**Zoomed window**

Window x 66 to 86, y 15 to 35 microns. Cells in grey, sequential cells in the stronger grey; small squares are vias.
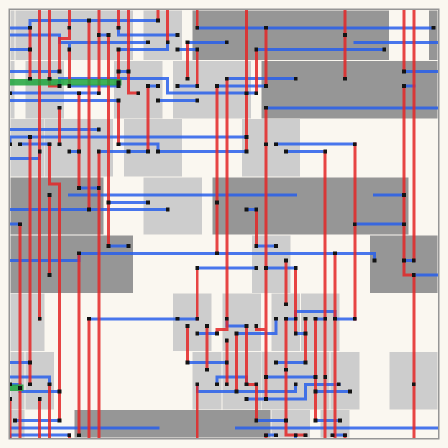
**Wiring by layer**

Scale: 4 px per micron.
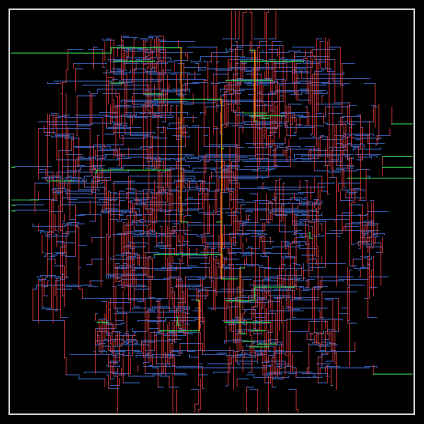
`config.mk`:
```
export PLATFORM = sky130hd
export DESIGN_NAME = pg_domain_ctrl
export DESIGN_NICKNAME = d
export VERILOG_FILES = /design/src/rtl/pg_domain_ctrl.sv
export SDC_FILE = /design/constraint.sdc
export NUM_CORES = 1
export LEC_CHECK = 0
export CAP_MARGIN = 20
export CORE_MARGIN = 5
export CORE_UTILIZATION = 55
export DETAILED_ROUTE_END_ITERATION = 8
export PLACE_DENSITY = 0.75
export SETUP_SLACK_MARGIN = 0.1
export SLEW_MARGIN = 15
export SYNTH_ARGS = -nofsm -noshare
export SYNTH_HDL_FRONTEND = slang
export SYNTH_HIERARCHICAL = 1
export SYNTH_SLANG_ARGS = --single-unit
```
`constraint.sdc`:
```
create_clock -name clk -period 2.99 [get_ports clk]
set_input_delay 0.7475 -clock clk [delete_from_list [all_inputs] [get_ports clk]]
set_output_delay 0.7475 -clock clk [all_outputs]
set_load 0.02 [all_outputs]
```
`src/rtl/pg_domain_ctrl.sv`:
```
// Per-domain power-gating controller: idle-count gating, one-cycle isolation, timed wake.
// Optional activity statistics are compiled in with `define PG_STATS_EN.
module pg_dom_fsm #(
  parameter int IDLE_W   = 8,
  parameter int WAKE_LAT = 2
) (
  input  logic              clk,
  input  logic              rst_n,
  input  logic              act_i,
  input  logic              force_i,
  input  logic [IDLE_W-1:0] thresh_i,
  output logic              pwr_o,
  output logic              iso_o,
  output logic              rdy_o
);
  localparam logic [1:0] S_ON   = 2'd0;
  localparam logic [1:0] S_ISO  = 2'd1;
  localparam logic [1:0] S_OFF  = 2'd2;
  localparam logic [1:0] S_WAKE = 2'd3;
  localparam logic [3:0] WAKE_LAST = 4'(WAKE_LAT - 1);

  logic [1:0]        state_q, state_d;
  logic [IDLE_W-1:0] cnt_q, cnt_d;
  logic [3:0]        wcnt_q, wcnt_d;
  logic [IDLE_W:0]   cnt_inc;
  logic              wake;

  assign wake    = act_i | force_i;
  // One extra bit so the threshold compare cannot wrap at the counter ceiling.
  assign cnt_inc = {1'b0, cnt_q} + 1'b1;

  always_comb begin
    state_d = state_q;
    cnt_d   = cnt_q;
    wcnt_d  = wcnt_q;
    case (state_q)
      S_ON: begin
        if (wake) begin
          cnt_d = '0;
        end else if (thresh_i != '0) begin
          if (cnt_inc >= {1'b0, thresh_i}) begin
            state_d = S_ISO;
            cnt_d   = '0;
          end else if (cnt_q != '1) begin
            cnt_d = cnt_q + 1'b1;
          end
        end
      end
      S_ISO:  state_d = wake ? S_ON : S_OFF;
      S_OFF: begin
        if (wake) begin
          state_d = S_WAKE;
          wcnt_d  = '0;
        end
      end
      default: begin
        // Activity is deliberately ignored while power ramps.
        if (wcnt_q == WAKE_LAST) begin
          state_d = S_ON;
          cnt_d   = '0;
          wcnt_d  = '0;
        end else begin
          wcnt_d = wcnt_q + 1'b1;
        end
      end
    endcase
  end

  always_ff @(posedge clk or negedge rst_n) begin
    if (!rst_n) begin
      state_q <= S_ON;
      cnt_q   <= '0;
      wcnt_q  <= '0;
    end else begin
      state_q <= state_d;
      cnt_q   <= cnt_d;
      wcnt_q  <= wcnt_d;
    end
  end

  assign pwr_o = (state_q != S_OFF);
  assign iso_o = (state_q != S_ON);
  assign rdy_o = (state_q == S_ON);
endmodule

module pg_domain_ctrl #(
  parameter int NUM_DOM  = 4,
  parameter int IDLE_W   = 8,
  parameter int WAKE_LAT = 2
) (
  input  logic               clk,
  input  logic               rst_n,
  input  logic [NUM_DOM-1:0] activity,
  input  logic               force_on,
  input  logic [IDLE_W-1:0]  idle_thresh,
  output logic [NUM_DOM-1:0] pwr_en,
  output logic [NUM_DOM-1:0] iso_en,
  output logic [NUM_DOM-1:0] dom_ready
`ifdef PG_STATS_EN
  ,
  output logic [31:0]        total_cycles,
  output logic [31:0]        gated_cycles
`endif
);
  for (genvar i = 0; i < NUM_DOM; i++) begin : g_dom
    pg_dom_fsm #(.IDLE_W(IDLE_W), .WAKE_LAT(WAKE_LAT)) u_fsm (
      .clk      (clk),
      .rst_n    (rst_n),
      .act_i    (activity[i]),
      .force_i  (force_on),
      .thresh_i (idle_thresh),
      .pwr_o    (pwr_en[i]),
      .iso_o    (iso_en[i]),
      .rdy_o    (dom_ready[i])
    );
  end

`ifdef PG_STATS_EN
  logic [31:0] total_q, gated_q;

  // A cycle counts as gated when any domain is unpowered during it.
  always_ff @(posedge clk or negedge rst_n) begin
    if (!rst_n) begin
      total_q <= '0;
      gated_q <= '0;
    end else begin
      total_q <= total_q + 32'd1;
      if (!(&pwr_en)) gated_q <= gated_q + 32'd1;
    end
  end

  assign total_cycles = total_q;
  assign gated_cycles = gated_q;
`endif
endmodule

```
==> results_slide.txt <==
Key Metrics from the Run

Status
  – Run status: complete, no violations

Timing
  – Rel. slew slack: 0.562
  – RSZ-0062 raised after global routing: yes
  – Setup ws final: 211 ps
  – Setup total negative slack: 0 ps
  – Final hold violation count: 0

Finish
  – # nets final: 666
  – # diodes: 0
  – Clk tree area frac: 0.0214
  – Inverters: 69
  – Most frequent logic cell in the layout: inv_1
  – Fillcell total: approximately 660
  – Logic area: 2860 sq um
  – Clock buffer count: 5
  – Non-clock buffer total of the final layout: 75
  – Non-clk buf share: 0.119
  – Synth-to-layout area growth: 19.5%
  – Post-Layout Cell Count: 701
  – Share of cells above drive strength 1: 0.161
  – Comb area share: 0.528

Synth
  – Largest non-sequential cell family by area: AND-OR/OR-AND gates
  – Compound-Gate Fraction of Synth Area: 0.233
  – Commonest cells post-synth: inv_1 (66), nand2_1 (58), dfrtp_1 (56), ha_1 (56), a21oi_1 (28)
  – Mux area share: 0.00881
  – Yosys top cell by instances: inv_1
  – Main area contributors: dfrtp_1 (31%), ha_1 (15%), inv_1 (5.5%)
  – Synthesized instance count: 521
  – Seq/Total Area, Yosys: 0.308
  – Xor/xnor share: 0.0308
  – Post-Syn Area: about 4500 sq um
  – Commonest flop: dfrtp_1
  – Cell type with the largest total area: dfrtp_1
  – Yosys stat chip area: 4540 sq um
  – Syn nets: around 590
  – Largest type area fraction: 0.308
  – Ys Warns: 6

Power and ir drop
  – Tot Pwr: 0.00391 W
  – VDD IR max: around 0.51 mV
  – Leak Pwr: 2.62 nW

Placement
  – Dpl hpwl: around 7900 microns
  – Placer Congestion: 0.917
  – Dpl cells: ~680

Critical path
  – Critical Path End Type: flip-flop
  – WP data required: 3240 ps
  – R2r setup slk: 210 ps
  – Crit-path cells: ha_1 > nand4_1 > o21a_1 > or2_2 > ha_1 > and3_4 > and3_4 > a2111oi_4 > buf_6 > a31oi_1 > mux2i_1
  – Worst-path cell with the longest stage delay: dfrtp_1
  – Worst setup path end: g_dom[3].u_fsm/cnt_q[2]
  – Critical Path Max Stage Delay: 400 ps
  – Worst EP arrival: about 3000 ps
  – CP max FO: 9

Drt
  – DR pass1 iterations: 6
  – Post-route ant nets: 0
  – WL final: 10300 microns
  – DR vias/cell: 5.88

Clock tree
  – Clk buf depth: 2
  – Number of setup buffers added after CTS: 0
  – Hold Buf Count CTS: 0
  – Clock sink total: 56
  – Reg clk slew, reported paths: ~110 ps
  – H-tree depth: 2
  – PostCTS Resize Cnt: 0
  – Root Buffer: clkbuf_8

Die
  – Tap cells: about 110
  – Die width: 101 microns
  – FP Core Util: 0.559

Worst hold path
  – Worst Hold Class: primary input to async pin

Global routing
  – Grt met1 use: 0.268
  – GR Util met3: 0.0256
  – Initial antenna violation count: 0
  – Grt total ovfl: 0
  – Top Usage Layer GRT: met2
  – Wire length of the first global-routing pass: 17500 microns
Back to the opening pictures, 'zoomed window':
legend:
  red:
    layer: M2
  green:
    layer: M3
  blue:
    layer: M1
cells with their middle in the window: 23
netlist names of flops here include: g_dom.u_fsm/cnt_q (2), g_dom.u_fsm/wcnt_q (2)
sequential cells in the window: 4
most frequent: dfrtp_1 (4)

Back to the opening pictures, 'wiring by layer':
legend:
  red:
    layer: M2
    wire_length: 5220 microns
  orange:
    layer: M4
    wire_length: 130 microns
  blue:
    layer: M1
    wire_length: 4710 microns
  green:
    layer: M3
    wire_length: 294 microns
via count: 4121
wire per inst: 14.8 microns
Total Routing Usage GR: 0.209

==> report_power, final <==
part	internal, W	switching [W]	total, W
sequential	0.000950	0.000189	0.00114
clock	0.000253	0.000268	0.000521
combinational	0.000990	0.00126	0.00225
==> layer usage <==
metal,up-vias,wire [microns]
met2,68,5220
met1,1987,4710
li1,2053,-
met5,-,0
met4,0,129
met3,13,293
==> sequential cells by signal, summed over array words and instances, names as in the netlist <==
| register | cells |
|---|---|
| g_dom.u_fsm/wcnt_q | 16 |
| g_dom.u_fsm/state_q | 8 |
| g_dom.u_fsm/cnt_q | 32 |
==> kinds of logic after synthesis <==
group | after synthesis
compound gates | 141
mux | 4
buf+inv | 77
flops | 56
fa+ha+maj | 56
simple gates | 171
xor+xnor | 16
Power and IR drop assume default switching activity.
